<file path="config.mk">
export PLATFORM = sky130hd
export DESIGN_NAME = lighthouse_scan_scheduler
export DESIGN_NICKNAME = d
export VERILOG_FILES = /design/src/rtl/lighthouse_scan_scheduler.sv
export SDC_FILE = /design/constraint.sdc
export NUM_CORES = 1
export LEC_CHECK = 0
export CAP_MARGIN = 20
export CORE_ASPECT_RATIO = 1.2
export CORE_MARGIN = 3
export CORE_UTILIZATION = 45
export DETAILED_ROUTE_END_ITERATION = 16
export PLACE_DENSITY = 0.74
export SLEW_MARGIN = 40
export SYNTH_ARGS = -nofsm -noshare
export SYNTH_HDL_FRONTEND = slang
export SYNTH_SLANG_ARGS = --single-unit
</file>
<file path="constraint.sdc">
create_clock -name clk_i -period 6.7 [get_ports clk_i]
set_input_delay 0.67 -clock clk_i [delete_from_list [all_inputs] [get_ports clk_i]]
set_output_delay 0.67 -clock clk_i [all_outputs]
set_load 0.02 [all_outputs]
</file>
<file path="src/rtl/lighthouse_scan_scheduler.sv">
// Round-robin scheduler sharing one lighthouse peak-measurement unit across the sensor inputs:
// selects, settles, starts, waits for ready/timeout and emits one tagged result per measurement.
`default_nettype none

module lighthouse_scan_scheduler #(
  parameter int          NUM_SENSORS    = 16,
  parameter int          SETTLE_CYCLES  = 4,
  parameter int unsigned TIMEOUT_CYCLES = 50000
) (
  input  logic                           clk_i,
  input  logic                           rst_ni,
  input  logic                           enable_i,
  input  logic [NUM_SENSORS-1:0]         sensor_mask_i,
  output logic [$clog2(NUM_SENSORS)-1:0] sensor_sel_o,
  output logic                           meas_start_o,
  input  logic                           meas_ready_i,
  input  logic [31:0]                    meas_duration_i,
  output logic                           result_valid_o,
  output logic [$clog2(NUM_SENSORS)-1:0] result_sensor_o,
  output logic [31:0]                    result_duration_o,
  output logic                           result_timeout_o,
  output logic                           busy_o,
  output logic [15:0]                    sweep_count_o
);

  localparam int          SEL_W       = $clog2(NUM_SENSORS);
  localparam logic [7:0]  SETTLE_LAST = 8'(SETTLE_CYCLES - 1);
  localparam logic [31:0] TMO_LAST    = 32'(TIMEOUT_CYCLES - 1);

  typedef enum logic [2:0] {
    S_IDLE   = 3'd0,
    S_SELECT = 3'd1,
    S_SETTLE = 3'd2,
    S_START  = 3'd3,
    S_WAIT   = 3'd4,
    S_DONE   = 3'd5
  } state_t;

  state_t             state_q, state_d;
  logic [SEL_W-1:0]   ptr_q, ptr_d;
  logic [SEL_W-1:0]   sel_q, sel_d;
  logic [7:0]         cnt_q, cnt_d;
  logic [31:0]        timer_q, timer_d;
  logic [SEL_W-1:0]   res_sensor_q, res_sensor_d;
  logic [31:0]        res_dur_q, res_dur_d;
  logic               res_to_q, res_to_d;
  logic [15:0]        sweep_q, sweep_d;

  logic [SEL_W-1:0]       pick;
  logic [NUM_SENSORS-1:0] above_sel;

  // Walk downward so the last hit is the first set bit at or after ptr (wrapping).
  always_comb begin
    pick = ptr_q;
    for (int i = NUM_SENSORS - 1; i >= 0; i--) begin
      if (sensor_mask_i[ptr_q + SEL_W'(i)]) begin
        pick = ptr_q + SEL_W'(i);
      end
    end
  end

  // Bits strictly above the current sensor; empty for the last sensor.
  assign above_sel = {{(NUM_SENSORS-1){1'b1}}, 1'b0} << sel_q;

  always_comb begin
    state_d      = state_q;
    ptr_d        = ptr_q;
    sel_d        = sel_q;
    cnt_d        = cnt_q;
    timer_d      = timer_q;
    res_sensor_d = res_sensor_q;
    res_dur_d    = res_dur_q;
    res_to_d     = res_to_q;
    sweep_d      = sweep_q;
    case (state_q)
      S_IDLE: begin
        if (enable_i && (|sensor_mask_i)) state_d = S_SELECT;
      end
      S_SELECT: begin
        if (!(|sensor_mask_i)) begin
          state_d = S_IDLE;
        end else begin
          sel_d   = pick;
          cnt_d   = 8'd0;
          state_d = S_SETTLE;
        end
      end
      S_SETTLE: begin
        if (cnt_q == SETTLE_LAST) state_d = S_START;
        else                      cnt_d   = cnt_q + 8'd1;
      end
      S_START: begin
        // Timer holds the number of cycles elapsed since meas_start.
        timer_d = 32'd1;
        state_d = S_WAIT;
      end
      S_WAIT: begin
        if (meas_ready_i) begin
          res_sensor_d = sel_q;
          res_dur_d    = meas_duration_i;
          res_to_d     = 1'b0;
          state_d      = S_DONE;
        end else if (timer_q == TMO_LAST) begin
          res_sensor_d = sel_q;
          res_dur_d    = 32'd0;
          res_to_d     = 1'b1;
          state_d      = S_DONE;
        end else begin
          timer_d = timer_q + 32'd1;
        end
      end
      S_DONE: begin
        ptr_d = sel_q + SEL_W'(1);
        if ((sensor_mask_i & above_sel) == '0) sweep_d = sweep_q + 16'd1;
        state_d = enable_i ? S_SELECT : S_IDLE;
      end
      default: state_d = S_IDLE;
    endcase
  end

  always_ff @(posedge clk_i or negedge rst_ni) begin
    if (!rst_ni) begin
      state_q      <= S_IDLE;
      ptr_q        <= '0;
      sel_q        <= '0;
      cnt_q        <= '0;
      timer_q      <= '0;
      res_sensor_q <= '0;
      res_dur_q    <= '0;
      res_to_q     <= 1'b0;
      sweep_q      <= '0;
    end else begin
      state_q      <= state_d;
      ptr_q        <= ptr_d;
      sel_q        <= sel_d;
      cnt_q        <= cnt_d;
      timer_q      <= timer_d;
      res_sensor_q <= res_sensor_d;
      res_dur_q    <= res_dur_d;
      res_to_q     <= res_to_d;
      sweep_q      <= sweep_d;
    end
  end

  assign sensor_sel_o      = sel_q;
  assign meas_start_o      = (state_q == S_START);
  assign result_valid_o    = (state_q == S_DONE);
  assign result_sensor_o   = res_sensor_q;
  assign result_duration_o = res_dur_q;
  assign result_timeout_o  = res_to_q;
  assign busy_o            = (state_q != S_IDLE);
  assign sweep_count_o     = sweep_q;

endmodule

`default_nettype wire
</file>
Fig. 1: run 1, clock distribution
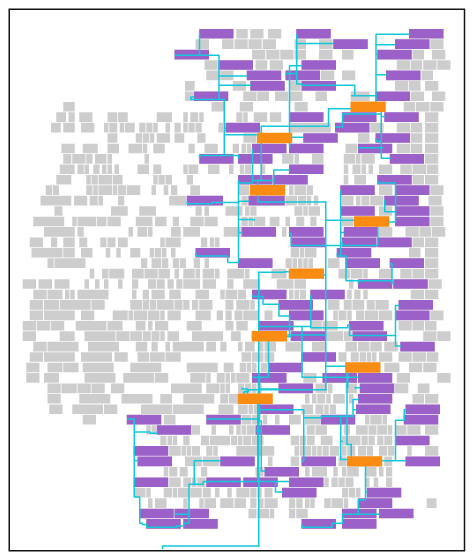
- clock drivers: orange (count 9)
- flip-flops: purple (count 104)
- clock wires: cyan (length 1210 um)
- routed clock nets: 10
Clk power: 0.543 mW
clock network fraction of design power: 40.3%
clk ins delay skew pair: 340 ps

Fig. 2: run 1, cell classes on the final placement
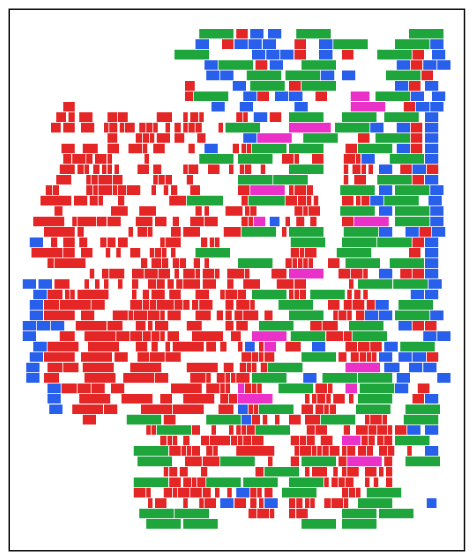
- flops: green (cells 104; share of their area 32%)
- combinational and other logic: red (cells 551; share of their area 50%)
- clock drivers and dummy loads: magenta (cells 16; share of their area 3.9%)
- other buffers and delay cells: blue (cells 116; share of their area 14%)
final design instance area without fill: 8400 um^2
core occupancy in the finished layout: 57.6%
number of rows in the core area: 48
Floorplan Core Area: 14600 um^2
flop share of the area: 31.0%

==> impl_metrics.xml, run 1 <==
<?xml version="1.0" encoding="UTF-8"?>
<metrics>
  <group name="global_route">
    <metric name="maximum_number_of_pins_on_one_net_before_global_route_repair" unit="">70</metric>
    <metric name="wire_length_of_the_first_global_routing_pass" unit="mm">30.6</metric>
    <metric name="global_routing_usage_summed_across_all_routing_layers" unit="%">22.5</metric>
    <metric name="gr-total-overflow" unit="">0</metric>
    <metric name="vias_in_the_first_global_route" unit="">5812</metric>
  </group>
  <group name="synth">
    <metric name="postSynthCellCount" unit="">681</metric>
    <metric name="synth-warning-count" unit="">0</metric>
    <metric name="synth_top_cell_by_count" unit="">dfrtp_1</metric>
    <metric name="postSynth.asyncResetShare" unit="%">100</metric>
    <metric name="synth_area" unit="um^2">6820</metric>
    <metric name="synth-cells-yosys" unit="">681</metric>
    <metric name="synth_chip_area" unit="um^2">6820</metric>
    <metric name="numSynthFlops" unit="">104</metric>
    <metric name="post-synth-top-area-fraction" unit="%">38.2</metric>
    <metric name="synth-seq-area-share" unit="%">38.2</metric>
    <metric name="synth.top_cells.by_area" unit="">dfrtp_1 38%, mux4_2 8.9%, nor2_1 4.3%</metric>
    <metric name="synthesized_netlist_net_count" unit="">747</metric>
    <metric name="flop_cell" unit="">dfrtp_1</metric>
  </group>
  <group name="finish">
    <metric name="final_layout_size_suffix_gt1_share" unit="%">10.7</metric>
    <metric name="nFillCells" unit="">1270</metric>
    <metric name="mi_logic_area" unit="um^2">4000</metric>
    <metric name="layout.nets" unit="">848</metric>
    <metric name="synth_to_final_area_change" unit="%">23.3</metric>
  </group>
  <group name="place">
    <metric name="dp_hpwl" unit="mm">13.9</metric>
    <metric name="io_buffers" unit="">111</metric>
  </group>
  <group name="drt">
    <metric name="finalWirelength" unit="mm">18.7</metric>
    <metric name="detail_route.iter0.violations" unit="">579</metric>
    <metric name="routed-via-count" unit="">5877</metric>
    <metric name="detail-route-antenna-nets" unit="">0</metric>
    <metric name="via_per_inst" unit="">5.95</metric>
    <metric name="detail_route.first_pass.iterations" unit="">5</metric>
  </group>
  <group name="clocking">
    <metric name="number_of_buffers_created_by_cts" unit="">9</metric>
    <metric name="clock_tree.htree_level_count" unit="">3</metric>
    <metric name="cts_repair_resize_count" unit="">0</metric>
    <metric name="cts.sink_count" unit="">104</metric>
    <metric name="cts_tree" unit="">yes</metric>
    <metric name="cts.clk_slew.worst_paths" unit="ps">70</metric>
    <metric name="root_buffer" unit="">clkbuf_16</metric>
    <metric name="postCtsSetupRepairBufs" unit="">0</metric>
  </group>
  <group name="critical_path">
    <metric name="cpMostUsedCell" unit="">mux2i_1</metric>
    <metric name="path_max_fanout" unit="">19</metric>
    <metric name="critPathBufInv" unit="">1</metric>
    <metric name="worstReg2RegStart" unit="">ptr_q[2]</metric>
    <metric name="critical_path_required" unit="ps">6900</metric>
    <metric name="critPathLaunchType" unit="">flop</metric>
    <metric name="crit_arrival" unit="ps">4660</metric>
    <metric name="worstReg2RegEnd" unit="">sensor_sel_o[1]</metric>
  </group>
  <group name="floorplan">
    <metric name="num_io_pins" unit="">112</metric>
    <metric name="core_util_floorplan" unit="%">46.7</metric>
    <metric name="die_area" unit="um^2">16700</metric>
  </group>
  <group name="power">
    <metric name="vdd_ir_drop_max" unit="uV">102</metric>
    <metric name="power.density" unit="nW/um^2">160</metric>
  </group>
  <group name="run">
    <metric name="cap_violations" unit="">0</metric>
  </group>
  <group name="timing">
    <metric name="slew_viol_final" unit="">0</metric>
    <metric name="fmax" unit="GHz">0.224</metric>
    <metric name="final_period_utilization" unit="%">66.6</metric>
    <metric name="finalSetupViolCount" unit="">0</metric>
    <metric name="tightestPinTransition" unit="ps">809</metric>
    <metric name="fin_tns_setup" unit="ps">0</metric>
  </group>
  <group name="status">
    <metric name="outcome" unit="">completed</metric>
  </group>
</metrics>
Fig. 3: run 1, sequential cells grouped by signal name
Scale bar: 20 um.
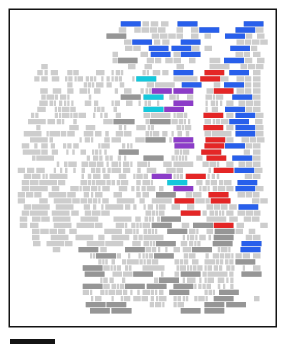
- `sweep_count_o`: red (sequential cells 16; where middle right)
- `result_duration_o`: blue (sequential cells 32)
- `cnt_q`: purple (sequential cells 8)
- `result_sensor_o`: cyan (sequential cells 4)
- not colored: 44
Seq group: 0.643 mW
register area: 2610 um^2

-- run 1: layout by cell type, fill, tap and decap left out, types with 3 or more instances in the layout --
cell             count
ha_1                14
a21oi_1             32
clkdlybuf4s50_1    110
nand4_1             15
a22o_1              33
nor3b_1              3
nand3_1             18
mux4_2              27
nand2b_1             7
dfrtp_1            102
nor3_1              10
inv_1               22
mux2_2              18
and3_1              12
o22ai_1              6
or3_1                8
buf_4                5
or4_1                3
a211oi_1             5
clkbuf_16            9
nand2_1             58
mux2i_1             27
o211ai_1             6
o21ai_0             28
xor2_1              30
nor4_1               7
nand3b_1             3
and2_1               5
nor2_1              76
a221oi_1             4
xnor2_1             31
mux2_1               4
-- run 1: layer usage --
layer / track usage [%] / vias up / routed length (um)
met1: 28.0 / 2844 / 7590
li1: - / 2716 / -
met3: 4.25 / 44 / 1310
met5: 0 / - / 0
met4: 8.40 / 0 / 539
met2: 38.8 / 273 / 9240
-- run 1: worst max path at each step --
stage                  start         endpoint  slack [ps]  cells after the start
finish              ptr_q[2]  sensor_sel_o[1]        2240                     10
global route        ptr_q[2]  sensor_sel_o[1]        2020                     10
CTS                 ptr_q[2]  sensor_sel_o[1]        2350                     10
detailed placement  ptr_q[2]  sensor_sel_o[1]        2350                     10
global placement    ptr_q[1]  sensor_sel_o[0]        2230                     10
floorplan           ptr_q[1]  sensor_sel_o[0]        3010                     13
-- run 1: sequential cells by signal (all words and copies together), names as in the netlist --
register           flops
sweep_count_o         16
cnt_q                  8
state_q                3
result_sensor_o        4
sensor_sel_o           4
result_duration_o     32
ptr_q                  4
timer_q               32
result_timeout_o       1
-- run 1: worst reg2reg max path, cell delays in order (launching register included) --
cell and delay [ps]:
dfrtp_1 840, inv_1 450, ha_1 750, mux4_2 580, mux2i_1 400, mux2i_1 310
a21bo_2 280, o22ai_1 100, o211ai_1 120, a221oi_1 360, o221ai_1 150
-- run 1: cell families (layout without fill, tap and decap cells) --
group                      after synthesis  count (layout)  share of synthesized area, %
xor gates and xnor gates                61              61                          7.84
DFF                                    104             104                          38.2
and+or+nand+nor                        234             234                          16.4
buffers and inverters                   50             156                          3.29
muxes                                   78              78                          17.1
AOI/OAI and AO/OA                      140             140                          14.6
adders and majority gates               14              14                          2.57
-- run 1: final cells by class --
cell class	instances	share of cell area, %
Inverter	24	1.07
Multi-Input combinational cell	527	47.5
Tap cell	200	2.98
Timing Repair Buffer	116	13.7
Clock inverter	5	0.729
Clock buffer	11	3.01
Sequential cell	104	31.0
-- run 1: where the power goes --
group	switching, mW	total (mW)	internal (mW)
clock	0.230	0.543	0.313
sequential	0.00555	0.643	0.637
combinational	0.0819	0.162	0.0796
-- run 1: through the flow --
step	instance area (um^2)	setup slack, ps	cells
after floorplan	6820	3010	681
after global placement	8080	2230	971
after detailed placement	8090	2350	971
after CTS	8400	2350	987
after global routing	8400	2020	987
final	8400	2240	987
Fig. 4: run 1, clock nets
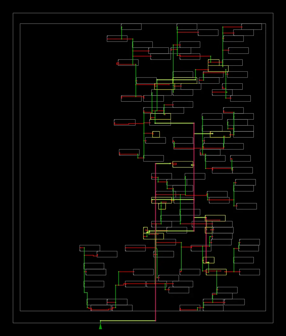

## Run 2: what changed since run 1
--- a/config.mk
+++ b/config.mk
@@ -10,7 +10,7 @@
 export CORE_MARGIN = 3
 export CORE_UTILIZATION = 45
 export DETAILED_ROUTE_END_ITERATION = 16
-export PLACE_DENSITY = 0.74
+export PLACE_DENSITY = 0.77
 export SLEW_MARGIN = 40
 export SYNTH_ARGS = -nofsm -noshare
 export SYNTH_HDL_FRONTEND = slang
==> constraint.sdc (replaced) <==
create_clock -name clk_i -period 4 [get_ports clk_i]
set_input_delay 0.4 -clock clk_i [delete_from_list [all_inputs] [get_ports clk_i]]
set_output_delay 0.4 -clock clk_i [all_outputs]
set_load 0.02 [all_outputs]
Fig. 5: run 2, clock nets
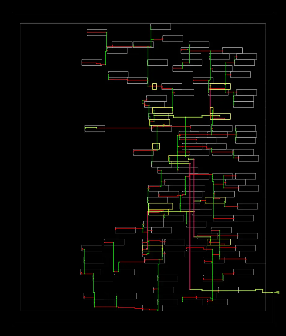
layout sequential cell count: 104
worst clock skew: 8.10 ps
number of clock sinks: 104
number of buffers created by CTS: 9
Clock Buffer Count: 11

==> impl_metrics.xml, run 2 <==
<?xml version="1.0" encoding="UTF-8"?>
<metrics>
  <group name="timing">
    <metric name="tightestPinTransition" unit="ps">788</metric>
    <metric name="slew_viol_final" unit="">0</metric>
    <metric name="fin_tns_setup" unit="ps">0</metric>
    <metric name="fmax" unit="GHz">0.287</metric>
    <metric name="final_period_utilization" unit="%">87.2</metric>
    <metric name="finalSetupViolCount" unit="">0</metric>
  </group>
  <group name="synth">
    <metric name="synthesized_netlist_net_count" unit="">747</metric>
    <metric name="synth-seq-area-share" unit="%">38.2</metric>
    <metric name="synth_area" unit="um^2">6820</metric>
    <metric name="synth-warning-count" unit="">0</metric>
    <metric name="synth.top_cells.by_area" unit="">dfrtp_1 38%, mux4_2 8.9%, nor2_1 4.3%</metric>
    <metric name="numSynthFlops" unit="">104</metric>
    <metric name="synth_top_cell_by_count" unit="">dfrtp_1</metric>
    <metric name="synth_chip_area" unit="um^2">6820</metric>
    <metric name="flop_cell" unit="">dfrtp_1</metric>
    <metric name="synth-cells-yosys" unit="">681</metric>
    <metric name="edf_count" unit="">0</metric>
    <metric name="postSynthCellCount" unit="">681</metric>
    <metric name="postSynth.asyncResetShare" unit="%">100</metric>
    <metric name="post-synth-top-area-fraction" unit="%">38.2</metric>
  </group>
  <group name="finish">
    <metric name="lay_top_count" unit="">clkdlybuf4s50_1</metric>
    <metric name="layout.nets" unit="">861</metric>
    <metric name="synth_to_final_area_change" unit="%">24.1</metric>
    <metric name="antenna_cell_count" unit="">0</metric>
    <metric name="final_layout_size_suffix_gt1_share" unit="%">11.4</metric>
    <metric name="nFillCells" unit="">1277</metric>
    <metric name="most-common-layout-cells" unit="">110 x clkdlybuf4s50_1, 104 x dfrtp_1, 76 x nor2_1</metric>
  </group>
  <group name="drt">
    <metric name="detail-route-antenna-nets" unit="">0</metric>
    <metric name="detail_route.iter0.violations" unit="">683</metric>
    <metric name="route.met2.wl" unit="mm">9.33</metric>
    <metric name="detail_route.first_pass.iterations" unit="">5</metric>
    <metric name="met3RoutedLength" unit="mm">1.58</metric>
    <metric name="m1WireLength" unit="mm">7.83</metric>
    <metric name="highest-signal-layer" unit="">met5</metric>
    <metric name="detail_route.wl_per_cell" unit="um">19.5</metric>
    <metric name="via_per_inst" unit="">6.02</metric>
    <metric name="routed-via-count" unit="">6003</metric>
    <metric name="finalWirelength" unit="mm">19.5</metric>
  </group>
  <group name="clocking">
    <metric name="cts_repair_resize_count" unit="">0</metric>
    <metric name="cts_tree" unit="">yes</metric>
    <metric name="clock_tree.htree_level_count" unit="">3</metric>
    <metric name="cts.clk_slew.worst_paths" unit="ps">70</metric>
    <metric name="postCtsSetupRepairBufs" unit="">0</metric>
    <metric name="insertion_delay" unit="ps">340</metric>
    <metric name="root_buffer" unit="">clkbuf_16</metric>
  </group>
  <group name="floorplan">
    <metric name="die_height" unit="um">141</metric>
    <metric name="die_area" unit="um^2">16700</metric>
    <metric name="floorplan.core_area" unit="um^2">14600</metric>
    <metric name="num_io_pins" unit="">112</metric>
    <metric name="num_rows" unit="">48</metric>
    <metric name="core_util_floorplan" unit="%">46.7</metric>
  </group>
  <group name="critical_path">
    <metric name="worst_setup_ep_type" unit="">flop</metric>
    <metric name="timing.critical_path.cells" unit="">clkinv_1 -&gt; ha_1 -&gt; buf_4 -&gt; mux4_2 -&gt; mux2i_1 -&gt; mux2_2 -&gt; nand2_1 -&gt; a211o_1 -&gt; a311o_1 -&gt; and4_4 -&gt; nor3_2</metric>
    <metric name="start_to_end_type_of_the_worst_setup_path" unit="">reg2reg</metric>
    <metric name="crit_arrival" unit="ps">3750</metric>
    <metric name="path_max_fanout" unit="">11</metric>
    <metric name="critPathBufInv" unit="">2</metric>
    <metric name="critPathLaunchType" unit="">flop</metric>
    <metric name="path_delay_family" unit="">multiplexers</metric>
    <metric name="critical_path_required" unit="ps">4260</metric>
  </group>
  <group name="run">
    <metric name="cap_violations" unit="">0</metric>
  </group>
  <group name="place">
    <metric name="dp_hpwl" unit="mm">14.2</metric>
    <metric name="io_buffers" unit="">111</metric>
  </group>
  <group name="global_route">
    <metric name="antenna_violations_before_repair" unit="">1</metric>
    <metric name="wire_length_of_the_first_global_routing_pass" unit="mm">31.5</metric>
    <metric name="global_routing_usage_summed_across_all_routing_layers" unit="%">23.5</metric>
    <metric name="vias_in_the_first_global_route" unit="">5888</metric>
    <metric name="gr-total-overflow" unit="">0</metric>
    <metric name="maximum_number_of_pins_on_one_net_before_global_route_repair" unit="">79</metric>
  </group>
  <group name="status">
    <metric name="outcome" unit="">completed</metric>
  </group>
  <group name="power">
    <metric name="vdd_ir_drop_max" unit="uV">223</metric>
    <metric name="static-leakage-power" unit="nW">3.54</metric>
    <metric name="power.density" unit="nW/um^2">260</metric>
  </group>
  <group name="worst_hold_path">
    <metric name="holdCritPathClass" unit="">in2async</metric>
  </group>
</metrics>
Fig. 6: run 2, clock distribution
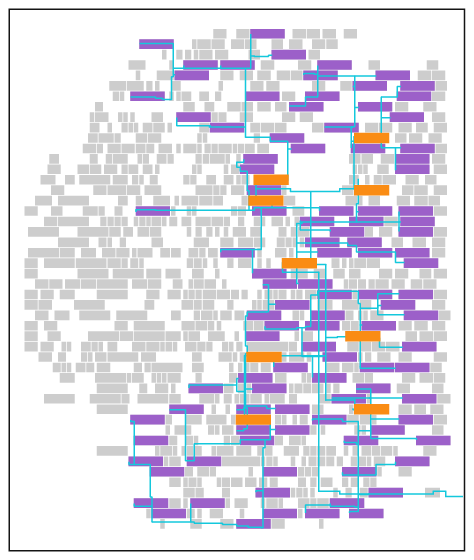
- clock wires: cyan (length 1250 um)
- flip-flops: purple (count 104)
- clock drivers: orange (count 9)
- routed clock nets: 10
Clk power: 0.854 mW
clock network fraction of design power: 38.8%

==> run 2: cell type report <==
cell class	instances	area [um^2]	area share (%)
Clock buffer	11	233	2.75
Tap cell	200	250	2.96
Timing Repair Buffer	129	1250	14.7
Sequential cell	104	2600	30.8
Clock inverter	3	43.8	0.518
Inverter	24	90.1	1.06
Multi-Input combinational cell	527	4000	47.2
==> run 2: worst paths after layout <==
kind,startpoint,endpoint,slack (ps),cells after the start
worst max-delay path,ptr_q[0],sensor_sel_o[0],510,11
worst min-delay path,rst_ni,timer_q[30],90,1
worst max register to register,ptr_q[0],sensor_sel_o[0],510,11
worst min register to register,sweep_count_o[15],sweep_count_o[15],470,1
max in group asynchronous,rst_ni,sweep_count_o[12],3060,2
min in group clk_i,sweep_count_o[15],sweep_count_o[15],470,1
==> run 2: kinds of logic (layout without fill, tap and decap cells) <==
group | count (synthesis) | after routing | share of synthesized area, %
AND-OR/OR-AND | 140 | 140 | 14.6
multiplexers | 78 | 78 | 17.1
adder cells (fa/ha/maj) | 14 | 14 | 2.57
XOR/XNOR | 61 | 61 | 7.84
buffers and inverters | 50 | 167 | 3.29
AND/OR/NAND/NOR | 234 | 234 | 16.4
flip-flops | 104 | 104 | 38.2
==> run 2: metrics by stage <==
stage               util, %  cells  instance area (um^2)  setup WS (ps)
floorplan                 -    681                  6820            307
detailed placement     56.1    984                  8190            555
global placement       56.1    984                  8180            585
finish                 58.0    998                  8460            513
CTS                    58.0    998                  8460            565
global route           58.0    998                  8460            282
==> run 2: layer usage <==
layer | global-route usage [%] | vias up
li1 | - | 2742
met1 | 30.5 | 2889
met2 | 39.0 | 317
met3 | 4.57 | 53
met4 | 9.20 | 2
met5 | 0 | -
==> run 2: report_power, final <==
part	internal, mW	switching, mW
clock network	0.481	0.373
registers	1.07	0.00911
logic	0.135	0.137
No activity file was given, so power comes from the tool's default toggle rates.
